==> config.mk <==
export PLATFORM = sky130hd
export DESIGN_NAME = ascii_glyph_serializer
export DESIGN_NICKNAME = d
export VERILOG_FILES = /design/src/rtl/ascii_pkg.sv /design/src/rtl/ascii_glyph_serializer.sv
export SDC_FILE = /design/constraint.sdc
export NUM_CORES = 1
export LEC_CHECK = 0
export CAP_MARGIN = 40
export CORE_MARGIN = 5
export CORE_UTILIZATION = 38
export DETAILED_ROUTE_END_ITERATION = 6
export PLACE_DENSITY = 0.86
export SLEW_MARGIN = 40
export SYNTH_ARGS = -nofsm -noshare
export SYNTH_HDL_FRONTEND = slang
export SYNTH_SLANG_ARGS = --single-unit
==> constraint.sdc <==
create_clock -name clk -period 4.06 [get_ports clk]
set_input_delay 1.015 -clock clk [delete_from_list [all_inputs] [get_ports clk]]
set_output_delay 1.015 -clock clk [all_outputs]
set_load 0.01 [all_outputs]
**Run 1: clock routing**

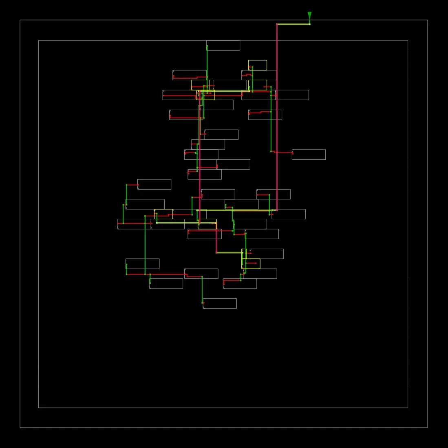
seq_cells: 35
clock distribution power: 0.285 mW

**Run 1: selected gate families**

Bar = 20 um.
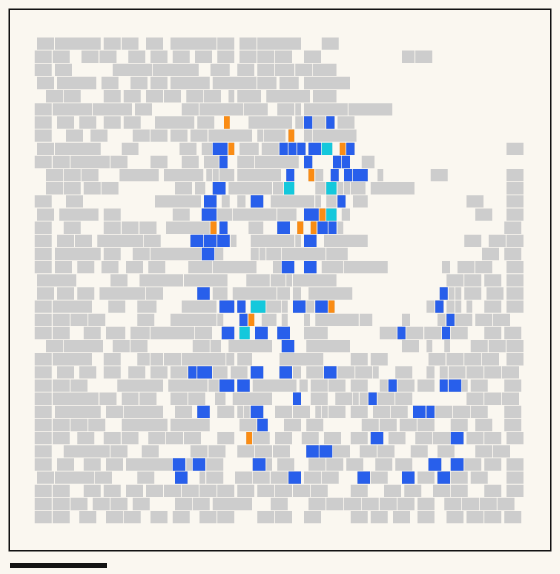
Cyan shows AND and OR gates, cells 6. Blue shows inverting AOI/OAI gates, cells 79. Orange shows inverters, cells 12.
combinational fraction of the cell area: 39.5%
non-filler cells, final: 767

**Run 1: sequential cells grouped by signal name**

Other sequential cells in the stronger grey, the rest of the logic in the fainter grey.
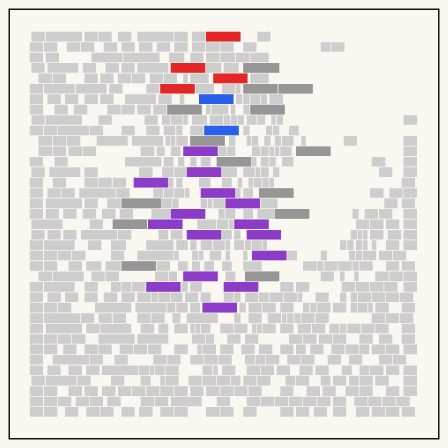
Purple shows shreg_r, flops 15, where centre. Blue shows wait_cnt_r, flops 2. Red shows rom_addr, flops 4, where top centre.
Another 14 sequential cells are not coloured.
power in sequential cells: 0.550 mW
post-route core utilization: 66.8%
fraction of standard cell area that is sequential: 12.9%
sequential standard cell area: 881 sq um

==> reports/metrics.yaml, run 1 <==
run_status:
  status: "completed"
timing:
  worst_slew_margin_rel_pct: 51.1
  final.min_clock_period_ns: 2.53
  clock.fmax_mhz: 395
  max_slew.worst_pin.slew_ns: 0.734
worst_setup_path:
  worst_path_dominant_cell_family: "buffers and inverters"
  end_kind: "output port"
  critical_path_arrival_ns: 1.52
  timing.critical_path.from_type: "flip-flop"
  type_of_the_setup_path_with_the_least_slack: "flip-flop to output port"
  cp_peak_stage_delay_ns: 0.63
  cell_count_along_the_critical_path: 1
  timing.reg2reg.worst_path_depth: 6
final_layout:
  num-nonclk-inverters: 12
  clock_area_share_pct: 1.47
  antenna_cells: 1
  area_growth_pct: 73.3
  top_library_cells_by_usage_in_the_layout_fill_and_taps_aside: "sky130_fd_sc_hd__clkdlybuf4s50_1, sky130_fd_sc_hd__mux2i_1, sky130_fd_sc_hd__a22oi_1"
drt:
  remaining_drc_errors: 0
  wl_met3_um: 1320
global_routing:
  wire_length_of_the_first_global_routing_pass_um: 25400
  grt_antenna_before_repair: 1
  pin_count_of_the_biggest_net_entering_global_routing: 37
clock_network:
  cts_tree: "built"
  root_buffer: "sky130_fd_sc_hd__clkbuf_8"
synth:
  synth.top_cells.by_count: "sky130_fd_sc_hd__mux2i_1, sky130_fd_sc_hd__a22oi_1, sky130_fd_sc_hd__dfrtp_1"
  synth_top_cell_by_area: "sky130_fd_sc_hd__dfrtp_1"
  ys_top_logic_family: "multiplexers"
  post_synth_and_or_nand_nor_area_fraction_pct: 8.76
  yosysWarningCount: 0
  synth.area.top_cells: "sky130_fd_sc_hd__dfrtp_1, sky130_fd_sc_hd__mux2i_1, sky130_fd_sc_hd__mux4_2"
  ys_area_sq_um: 3930
  synth_stat.cells: 376
  synth.net_count: 647
floorplan:
  chip_area_sq_um: 12500
  coreArea_sq_um: 10200
  die-height_um: 112
  rows: 37
min_path:
  worstHoldPathCells: 2
  timing.hold.worst.class: "flip-flop to flip-flop"
placed_design:
  post-place-cells: 758
  dp_hpwl_um: 13800
power:
  power.share.sequential_pct: 34.8
**Run 1: signal wires by layer**

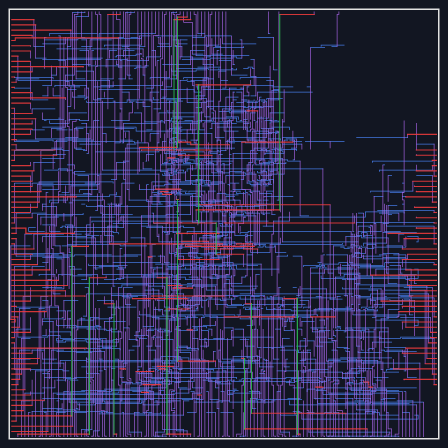

--- run 2 (diff from run 1) ---
- CORE_UTILIZATION: 38 -> 32
- PLACE_DENSITY: 0.86 -> 0.77
- clock period: 4.06 -> 2.1 ns (I/O delays scaled with it)
**Run 2: signal wires by layer**

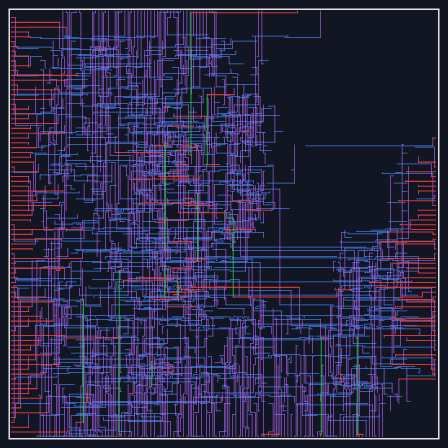
Purple shows met2, wire length 8650 um. Green shows met4, wire length 289 um. Red shows met3, wire length 1310 um. Blue shows met1, wire length 6310 um.
wire length per cell: 21.0 um
number of vias after detailed routing: 4363
Detailed Route WL: 16600 um
global-route usage over all layers: 21.8%

**Run 2: sequential cells grouped by signal name**

Other sequential cells in the stronger grey, the rest of the logic in the fainter grey.
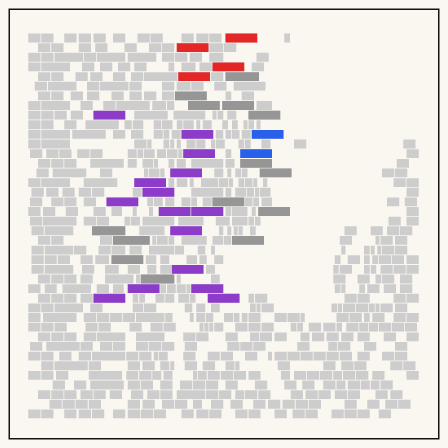
Blue shows wait_cnt_r, flops 2. Purple shows shreg_r, flops 15, where centre. Red shows rom_addr, flops 4, where top centre.
sequential standard cell area: 883 sq um
fraction of standard cell area that is sequential: 12.7%
power in sequential cells: 1.08 mW
post-route core utilization: 58.0%

**Run 2: pin placement**

Pins as bars across the die edge, other pins in grey.
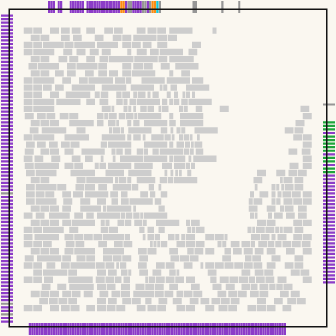
Green shows pix_data, pins 12, direction output, edge right. Purple shows rom_data, pins 256, direction input, edge 107 bottom, 84 left, 34 right, 31 top. Cyan shows pix_valid, pins 1, direction output, edge top. Orange shows glyph_idx, pins 4, direction input, edge top.
Die W: 121 um
Chip Height: 121 um
number of buffer cells added on primary ports: 286

==> run 2 against run 1 <==
Net effect:
- flip-flop count unchanged
- worst hold slack got worse by 0.27 ns
- sequential power increased by 96%
- clock skew rose by 0.00082 ns
- critical path depth unchanged
- register-to-register slack got worse by 1.5 ns
- critical path type unchanged
- largest power group unchanged
- highest routed layer unchanged
==> reports/metrics.yaml, run 2 <==
synth:
  muxShareOfSynthArea_pct: 42.2  # unchanged
  post_synth_tally_of_flip_flops_with_integrated_enable: 0  # unchanged
  synth.distinct_cells: 38  # unchanged
  synth.area.top_cells: "sky130_fd_sc_hd__dfrtp_1, sky130_fd_sc_hd__mux2i_1, sky130_fd_sc_hd__mux4_2"  # unchanged
  post_synth_and_or_nand_nor_area_fraction_pct: 8.76  # unchanged
  ys_area_sq_um: 3930  # unchanged
  synth_top_cell_by_area: "sky130_fd_sc_hd__dfrtp_1"  # unchanged
  yosysMostFrequentCell: "sky130_fd_sc_hd__mux2i_1"  # unchanged
  yosysWarningCount: 0  # unchanged
  synthesis.instances: 376  # unchanged
  synth_stat.cells: 376  # unchanged
  ys_top_logic_family: "multiplexers"  # unchanged
  avgSynthCellArea_sq_um: 10.4  # unchanged
  synth.net_count: 647  # unchanged
  syn-cell-area_sq_um: 3930  # unchanged
  yosysTopAreaCellShare_pct: 21.7  # unchanged
  synth.top_cells.by_count: "sky130_fd_sc_hd__mux2i_1, sky130_fd_sc_hd__a22oi_1, sky130_fd_sc_hd__dfrtp_1"  # unchanged
final_layout:
  final_layout_top_logic_cell: "sky130_fd_sc_hd__clkdlybuf4s50_1"  # unchanged
  clock_area_share_pct: 2.12  # was 1.47%
  area.share.combinational_pct: 38.5  # was 39.5%
  largest_register_ffs: 15  # unchanged
  layout.filler_cells: 1030  # was 776
  top_library_cells_by_usage_in_the_layout_fill_and_taps_aside: "sky130_fd_sc_hd__clkdlybuf4s50_1, sky130_fd_sc_hd__mux2i_1, sky130_fd_sc_hd__a22oi_1"  # unchanged
  stdcell_count: 787  # was 767
  area_growth_pct: 77.4  # was 73.3%
  layout.nets: 910  # was 900
  antenna_cells: 0  # was 1
  num-nonclk-inverters: 12  # unchanged
  nFlopsAndLatches: 35  # unchanged
drt:
  drt_first_iter_violations: 346  # was 369
  remaining_drc_errors: 0  # unchanged
  routed.top_layer: "met4"  # unchanged
  wire_length_on_met2_um: 8650  # was 8750 um
  count_of_nets_left_with_antenna_violations_after_detail_routing: 0  # unchanged
  wl_met3_um: 1310  # was 1320 um
power:
  power.density_cell_area_nw_per_um2: 476  # was 232 nW/um^2
  pwr.group.clock_mw: 0.740  # was 0.285 mW
  power.share.sequential_pct: 32.5  # was 34.8%
  power.static_leakage_nw: 2.50  # was 2.43 nW
  dominant_power_group: "combinational logic"  # unchanged
timing:
  worst_slew_margin_rel_pct: 53.6  # was 51.1%
  clock.fmax_mhz: 520
  max_slew.worst_pin.slew_ns: 0.693  # was 0.734 ns
  unrepaired_setup_endpoints_after_global_routing: "no"  # unchanged
  skew_ns: 0.00498  # was 0.00416 ns
  fin_crit_sh_pct: 91.5
  timing.hold.ws_ns: 0.219  # was 0.491 ns
  postLayoutSetupSlackWorst_ns: 0.179  # was 1.53 ns
  final.min_clock_period_ns: 1.92
worst_setup_path:
  type_of_the_setup_path_with_the_least_slack: "flip-flop to output port"  # unchanged
  worst_path_dominant_cell_family: "buffers and inverters"  # unchanged
  crit_chain: "clkdlybuf4s50_1"  # unchanged
  end_kind: "output port"  # unchanged
  cp_peak_stage_delay_ns: 0.60  # was 0.63 ns
  timing.reg2reg.worst_path_depth: 5  # was 6
  cell_count_along_the_critical_path: 1  # unchanged
  timing.critical_path.from_type: "flip-flop"  # unchanged
  cp_data_required_time_ns: 1.57  # was 3.04 ns
  critical_path_arrival_ns: 1.40  # was 1.52 ns
placed_design:
  post-place-cells: 779  # was 758
  gp_routability_congestion: 0.869  # was 0.894
  dp_hpwl_um: 13900  # was 13800 um
  post-place-ws_ns: 0.0704  # was 1.36 ns
floorplan:
  coreArea_sq_um: 12000  # was 10200 sq um
  rows: 40  # was 37
  chip_area_sq_um: 14600  # was 12500 sq um
clock_network:
  root_buffer: "sky130_fd_sc_hd__clkbuf_16"  # was sky130_fd_sc_hd__clkbuf_8
  post_cts_resize_count: 0  # unchanged
  cts-htree-levels: 2  # unchanged
  cts_tree: "built"  # unchanged
  cts-hold-fix-buffers: 0  # unchanged
global_routing:
  wire_length_of_the_first_global_routing_pass_um: 24900  # was 25400 um
  grt_antenna_before_repair: 0  # was 1
  pin_count_of_the_biggest_net_entering_global_routing: 51  # was 37
  globalRouteMet3Util_pct: 5.24  # was 5.87%
run:
  drv_cap: 0  # unchanged
min_path:
  timing.hold.worst.class: "primary input to asynchronous set/reset pin"  # was flip-flop to flip-flop
run_status:
  status: "completed"  # unchanged
Power is estimated from default activity; no workload was simulated.
